Fig. 1: run 1, zoomed window
Window x 32 to 52, y 4 to 24 µm. Cells in grey, sequential cells in the stronger grey; small squares are vias.
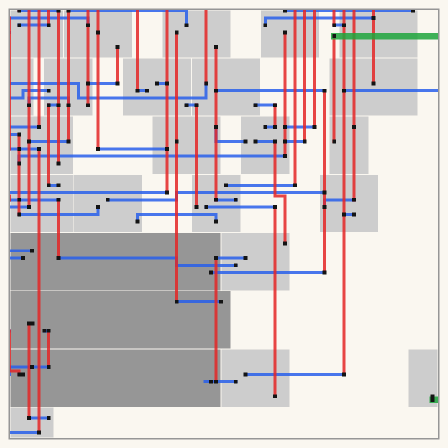
Fig. 2: run 1, wiring by layer
Drawn at 6 px/µm.
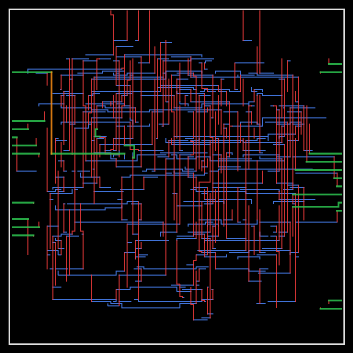
Fig. 3: run 1, clock wires, drivers and flops
Drawn at 4 px/µm.
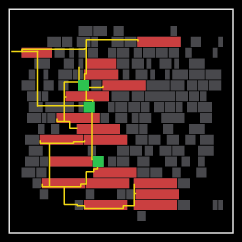
Fig. 4: run 1, routing congestion
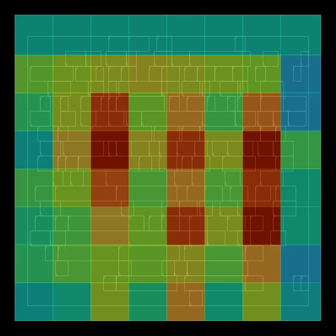
`src/rtl/hazard_scoreboard.sv`:
```
// hazard_scoreboard: register-dependency tracker beside decode.
// Tracks in-flight destination registers over DEPTH stages and
// produces per-read-port forwarding selects plus an interlock stall.
//
// Ports:
//   CLK, RST       clock, synchronous active-high reset
//   issue_valid    decode holds a real instruction
//   issue_wen      decode instruction writes a register
//   issue_wreg     decode destination register
//   issue_load     decode instruction is a load
//   stall_in       external freeze, all entries hold
//   flush          decode instruction is squashed
//   rsel           packed read selects, port p at [p*REGW +: REGW]
//   fwd_sel        packed per-port select, 0 = regfile, k = entry k-1
//   hazard         decode must hold, a bubble is inserted
//   pending_cnt    number of valid entries
//
// Build option: define SCOREBOARD_FWD_EN for forwarding; left
// undefined, the block is a pure interlock (fwd_sel tied to 0).

module hazard_scoreboard #(
  parameter int DEPTH = 3,
  parameter int NREAD = 2,
  parameter int REGW  = 5,
  localparam int FW   = $clog2(DEPTH + 1)
) (
  input  logic                CLK,
  input  logic                RST,
  input  logic                issue_valid,
  input  logic                issue_wen,
  input  logic [REGW-1:0]     issue_wreg,
  input  logic                issue_load,
  input  logic                stall_in,
  input  logic                flush,
  input  logic [NREAD*REGW-1:0] rsel,
  output logic [NREAD*FW-1:0] fwd_sel,
  output logic                hazard,
  output logic [FW-1:0]       pending_cnt
);

  logic [DEPTH-1:0] ent_valid;
  logic [DEPTH-1:0] ent_load;
  logic [REGW-1:0]  ent_wreg [DEPTH];

  logic [NREAD-1:0][DEPTH-1:0] match;
  logic adv;
  logic rec;

  assign adv = !stall_in;

  // Register 0 is hardwired, so a read of it never matches.
  always_comb begin
    match = '0;
    for (int p = 0; p < NREAD; p++) begin
      for (int k = 0; k < DEPTH; k++) begin
        match[p][k] = ent_valid[k]
          && (ent_wreg[k] == rsel[p*REGW +: REGW])
          && (rsel[p*REGW +: REGW] != '0);
      end
    end
  end

`ifdef SCOREBOARD_FWD_EN
  // Scan oldest to youngest so the youngest match is the one kept.
  always_comb begin
    logic [FW-1:0] sel;
    fwd_sel = '0;
    hazard  = 1'b0;
    sel     = '0;
    for (int p = 0; p < NREAD; p++) begin
      sel = '0;
      for (int k = DEPTH - 1; k >= 0; k--) begin
        if (match[p][k]) sel = FW'(k + 1);
      end
      fwd_sel[p*FW +: FW] = sel;
      // Load data only exists after entry 1, so a read in EX stalls.
      hazard = hazard | (match[p][0] & ent_load[0]);
    end
  end
`else
  always_comb begin
    fwd_sel = '0;
    hazard  = |match;
  end

  logic unused_load;
  assign unused_load = ^ent_load;
`endif

  always_comb begin
    pending_cnt = '0;
    for (int k = 0; k < DEPTH; k++) begin
      pending_cnt = pending_cnt + FW'(ent_valid[k]);
    end
  end

  // A stalled or flushed decode slot becomes a single bubble.
  assign rec = issue_valid && issue_wen
            && (issue_wreg != '0)
            && !hazard && !flush;

  always_ff @(posedge CLK) begin
    if (RST) begin
      ent_valid <= '0;
      ent_load  <= '0;
      for (int k = 0; k < DEPTH; k++) begin
        ent_wreg[k] <= '0;
      end
    end else if (adv) begin
      for (int k = 1; k < DEPTH; k++) begin
        ent_valid[k] <= ent_valid[k-1];
        ent_load[k]  <= ent_load[k-1];
        ent_wreg[k]  <= ent_wreg[k-1];
      end
      ent_valid[0] <= rec;
      ent_load[0]  <= issue_load;
      ent_wreg[0]  <= issue_wreg;
    end
  end

endmodule
```
`config.mk`:
```
export PLATFORM = sky130hd
export DESIGN_NAME = hazard_scoreboard
export DESIGN_NICKNAME = d
export VERILOG_FILES = /design/src/rtl/hazard_scoreboard.sv
export SDC_FILE = /design/constraint.sdc
export NUM_CORES = 1
export LEC_CHECK = 0
export CORE_MARGIN = 2
export CORE_UTILIZATION = 43
export CTS_CLUSTER_SIZE = 25
export DETAILED_ROUTE_END_ITERATION = 7
export HOLD_SLACK_MARGIN = 0.08
export MAX_ROUTING_LAYER = met4
export PLACE_DENSITY_LB_ADDON = 0.2
export SLEW_MARGIN = 30
export SYNTH_ARGS = -nofsm -noshare
export SYNTH_HDL_FRONTEND = slang
export SYNTH_SLANG_ARGS = --single-unit
```
`constraint.sdc`:
```
create_clock -name CLK -period 1.7 [get_ports CLK]
set_input_delay 0.34 -clock CLK [delete_from_list [all_inputs] [get_ports CLK]]
set_output_delay 0.34 -clock CLK [all_outputs]
set_load 0.005 [all_outputs]
```
==> deck_impl_summary.md, run 1 <==
Physical Implementation Snapshot

Status
  – Status: finished, violations left
  – Failing checks: negative setup slack

Die
  – Top Ports: 29
  – Core box area: 2500 µm²
  – Init Core Util: 45.75%

Yosys
  – Cells after Synth: 105
  – Synth Area per Inst: 10.89 µm²
  – Top cell type by total area after synthesis: edfxtp_1
  – Cell area after synthesis: 1144 µm²
  – Cells in synth_stat.txt: 105
  – Synth cell types: 24
  – Seq share, synth: 44.64%

STA
  – Post-route setup slack: -0.3547 ns
  – Max Clock Freq: 486.7 MHz
  – TNS Setup: -0.3547 ns
  – Slew margin rel.: 61.58%
  – Final hold viol count: 0
  – Final setup vio count: 1

Critical path
  – Setup slack, reg-to-reg: 0.14 ns
  – Crit path from: rsel[4]
  – Reg-to-Reg End: ent_valid[0]

Layout
  – Top cell excl fill/tap: xnor2_1
  – Final nets: 173
  – Most numerous logic cells after layout: xnor2_1, buf_4, and2_1, edfxtp_1, clkdlybuf4s50_1
  – Area growth syn-to-layout: 38.18%

Power and ir drop
  – Power, Total: 0.9604 mW
  – VDD IR-drop max: 0.4468 mV

Detailed routing
  – Total number of vias: 919
  – WL met2: 1384 µm
  – Initial DRT Pass Iterations: 4
  – Final WL: 2641 µm
  – Vias per cell: 5.134

Clock tree
  – H-tree depth: 1
  – TritonCTS Buffers: 3
  – Clock slew at reported path FFs: 0.10 ns

Flow run
  – Log Warnings: 30

Global routing
  – Initial antenna violation count: 0
  – Vias in the first global route: 939

Hold path
  – Worst min-delay path class: register to register
## Picture notes: Fig. 1
layer	colour
metal 2	red
metal 3	green
metal 1	blue
cells with their middle in the window	24
most frequent	xnor2_1 (11), nand4_1 (3), edfxtp_1 (3)
netlist names of flops here include	ent_wreg (3)
sequential cells in the window	3

## Picture notes: Fig. 2
layer	colour	wire length
metal 4	orange	13.6 µm
metal 1	blue	1140 µm
metal 3	green	104 µm
metal 2	red	1380 µm

## Picture notes: Fig. 3
[clock drivers] green | count: 3
[clock wires] yellow | length: 201 µm
[flip-flops] red | count: 18
routed clock nets	4

## Picture notes: Fig. 4
Avg WL per Cell: 14.75 µm
gr usage total: 18.04%

run 1: cell usage after synthesis (2+ instances only):
library cell	instances
nor2_2	2
xor2_1	4
nor4_1	2
and2_1	15
nand2_1	5
xnor2_1	26
nand3_1	3
nor3_1	4
dfxtp_1	3
mux2i_1	2
nand4_1	4
buf_4	4
or4_1	3
edfxtp_1	15
nor2_1	4
run 1: how the worst min path moves through the flow:
| stage | startpoint | endpoint | slack, ns | cells past startpoint |
|---|---|---|---|---|
| finish | ent_valid[0] | ent_valid[0] | 0.62 | 2 |
| detailed placement | ent_valid[2] | ent_valid[2] | 0.60 | 2 |
| CTS | ent_valid[0] | ent_valid[0] | 0.62 | 2 |
| floorplan | RST | ent_valid[1] | 0.41 | 1 |
| global route | ent_valid[0] | ent_valid[0] | 0.63 | 2 |
| global placement | ent_valid[2] | ent_valid[2] | 0.57 | 2 |
run 1: cell families (layout without fill, tap and decap cells):
group	count (synthesis)	after routing
fa+ha+maj	1	1
buf+inv	6	47
xor+xnor	30	30
flops	18	18
compound gates	2	2
other cells	1	4
simple gates	45	45
mux	2	2
run 1: area by class of cell:
class / count / area share (%)
Multi-Input combinational cell: 84 / 41.33
Sequential cell: 18 / 32.70
Timing Repair Buffer: 42 / 21.69
Tap cell: 30 / 2.375
Clock buffer: 3 / 1.425
Clock inverter: 1 / 0.2375
Inverter: 1 / 0.2375
run 1: what timing repair did:
action / 4_1_cts / 5_1_grt
setup endpoints to repair: 4 / 3
setup buffers: 2 / 0
pin swaps: 9 / 0
hold endpoints to repair: 0 / 0
resized: 50 / 2
run 1: through the flow:
stage | hold slack [ns] | instance area [µm²] | util (%) | instances | setup WS (ns)
after global placement | 0.5652 | 1535 | 61.41 | 173 | -1.026
after floorplan | 0.4124 | 1174 | - | 108 | -0.07198
after CTS | 0.6184 | 1573 | 62.91 | 179 | -0.3472
after global routing | 0.6315 | 1580 | 63.21 | 179 | -0.4179
after detailed placement | 0.5952 | 1535 | 61.41 | 173 | -1.034
final | 0.6153 | 1580 | 63.21 | 179 | -0.3547
run 1: state kept, by name, indices dropped and copies added, names as in the netlist:
| register | flops |
|---|---|
| ent_wreg | 15 |
| ent_valid | 3 |
run 1: report_power, final:
group          internal [mW]  switching (mW)  leakage (nW)
registers              0.506          0.0284         0.191
logic                  0.123          0.0889         0.403
clock network         0.0852           0.129        0.0154
run 1: per-layer routing:
layer	vias up	track usage, %
met3	2	3.488
met1	448	20.81
li1	443	-
met5	-	-
met4	0	7.666
met2	26	30.61
run 1: worst max-delay path, cell delays in order:
cell	delay, ns
buf_6	0.09
or4_4	0.54
nor2_4	0.15
nor3_4	0.07
nor4_4	0.32
nand2_1	0.08
buf_2	0.13
--- run 2 (diff from run 1) ---
==> constraint.sdc (replaced) <==
create_clock -name CLK -period 1.7 [get_ports CLK]
set_input_delay 0.17 -clock CLK [delete_from_list [all_inputs] [get_ports CLK]]
set_output_delay 0.17 -clock CLK [all_outputs]
set_load 0.005 [all_outputs]
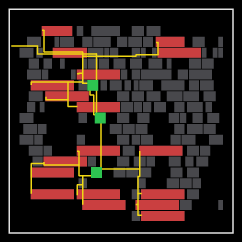
Fig. 5. Clock wires, drivers and flops (run 2).
Drawn at 4 px/µm.
[clock drivers] green | count: 3
[clock wires] yellow | length: 213 µm
[flip-flops] red | count: 18
routed clock nets	4

==> deck_impl_summary.md, run 2 <==
Physical Implementation Snapshot

Status
  – Status: finished, violations left
  – Failing checks: negative setup slack

Layout
  – Largest Register: ent_wreg
  – Most numerous logic cells after layout: xnor2_1, and2_1, edfxtp_1
  – Share of cells above drive strength 1: 22.22%
  – Number of antenna repair diodes: 0
  – Top cell excl fill/tap: xnor2_1
  – Area growth syn-to-layout: 35.56%
  – Largest registers: ent_wreg: 15 flops, ent_valid: 3 flops
  – Final nets: 168
  – Max reg flops: 15
  – Post-Layout Inst Area: 1550 µm²

Critical path
  – Setup slack, reg-to-reg: 0.10 ns
  – Crit-path max FO: 3
  – Worst setup EP type: output port
  – Required time of the critical path: 1.53 ns
  – Reg-to-Reg End: ent_valid[0]
  – WS Path Type: input pin to output port
  – Worst reg2reg startpoint: ent_wreg[0][10]

Yosys
  – FFs w/ async S/R, synth: 0%
  – Top cell type by total area after synthesis: edfxtp_1
  – Cells in synth_stat.txt: 105
  – Synth Area per Inst: 10.89 µm²
  – Top cells by count: xnor2_1, and2_1, edfxtp_1
  – Top cell area share: 39.39%
  – Cells after Synth: 105
  – Seq share, synth: 44.64%
  – Cell area after synthesis: 1144 µm²
  – Synth cell types: 24
  – Yosys top cell by instances: xnor2_1

STA
  – Slew margin rel.: 61.28%
  – Worst Skew: 0.004111 ns
  – Tcrit/Tclk final: 106.0%
  – Post-route setup slack: -0.1014 ns
  – Final hold viol count: 0
  – Max Clock Freq: 555.1 MHz
  – Final setup vio count: 1
  – RSZ-0062 raised after global routing: yes

Die
  – Top Ports: 29
  – Die width: 55.57 µm
  – Init Core Util: 45.75%
  – Die extent in y: 55.57 µm
  – Row count: 18
  – Core box area: 2500 µm²

Power and ir drop
  – VDD IR-drop max: 0.5254 mV

Clock tree
  – Clk_lat worst skew: 0.29 ns
  – Clock Tree Buf Depth: 2
  – Clock slew at reported path FFs: 0.10 ns
  – H-tree depth: 1
  – Hold Buf Count CTS: 0
  – Clk root buf: clkbuf_4
  – TritonCTS Buffers: 3
  – TritonCTS clock tree: yes

Global routing
  – Gr usage total: 17.65%
  – Gr ovfl total: 0
  – Initial antenna violation count: 0
  – Vias in the first global route: 869
  – Largest net degree at the start of global routing: 16

Hold path
  – HP Start: issue_wreg[2]
  – End of the worst hold path: ent_wreg[0][2]
  – Worst min-delay path class: input pin to register
  – Hold Crit Depth: 2

Detailed routing
  – Vias per cell: 5.017
  – Avg WL per Cell: 14.01 µm
  – Initial DRT Pass Iterations: 4
  – Final WL: 2437 µm
  – Total number of vias: 873

Flow run
  – Log Warnings: 29

Place
  – Dpl ws: -0.6878 ns
  – Port Buffers: 23
  – DP Area: 1486 µm²
==> run 2: cell counts after synthesis <==
No cell type changed its count.
==> run 2: kinds of logic (layout without fill, tap and decap cells) <==
family	Yosys count	in the layout	share of synthesized area [%]
simple gates	45	45	23.85
xor+xnor	30	30	22.98
flops	18	18	44.64
buf+inv	6	42	3.282
compound gates	2	2	1.422
mux	2	2	1.751
fa+ha+maj	1	1	1.751
other cells	1	4	0.3279
==> run 2: how the worst max path moves through the flow <==
stage	startpoint	to
after CTS	ent_wreg[0][14]	hazard
after global routing	ent_wreg[0][11]	hazard
final	rsel[8]	hazard
after floorplan	rsel[1]	hazard
after detailed placement	rsel[1]	hazard
after global placement	rsel[1]	hazard
==> run 2: final cells by class <==
class                      count  share of cell area [%]
clock inverter                 1                  0.2421
clock buffer                   3                   1.453
inverter                       1                  0.2421
tap                           30                   2.421
multi-input combinational     84                   42.05
sequential                    18                   33.25
timing repair buffer          37                   20.34
==> run 2: metal layers <==
layer / up-vias / routed length, µm / GRT usage [%] / share of wire [%]
met1: 401 / 1086 / 23.66 / 45
met2: 34 / 1156 / 26.87 / 47
met5: - / 0 / - / 0
met3: 4 / 165 / 3.488 / 6.8
met4: 0 / 29 / 5.923 / 1.2
li1: 434 / - / - / -
==> run 2: per-stage QoR <==
step	util, %	instances	hold slack (ns)	setup TNS, ns	total power [mW]
2_1_floorplan	-	108	0.2424	0	0.6447
3_3_place_gp	59.46	169	0.5597	-0.9954	0.7423
3_5_place_dp	59.46	169	0.5635	-1.007	0.7493
4_1_cts	62.21	175	0.5451	-0.09706	0.9572
5_1_grt	62.01	174	0.5588	-0.1984	0.9942
6_report	62.01	174	0.5562	-0.1014	0.9486
==> run 2: worst max-delay path: stages <==
cell and delay (ns):
clkdlybuf4s15_1 0.19, or4_4 0.49, nor2_4 0.18, nor3_4 0.07
nor4_4 0.31, nand2_1 0.09, buf_2 0.13
==> run 2: timing repair <==
| action | in CTS | in global routing |
|---|---|---|
| endpoints found under the setup margin | 4 | 3 |
| pin swaps | 8 | 5 |
| resized | 37 | 1 |
| buffers inserted | 2 | 0 |
==> run 2: report_power, final <==
part,total [mW],internal (mW),switching [mW]
sequential,0.533,0.506,0.0268
combinational,0.202,0.116,0.0859
clock,0.213,0.0852,0.128
Power is estimated from default activity; no workload was simulated.
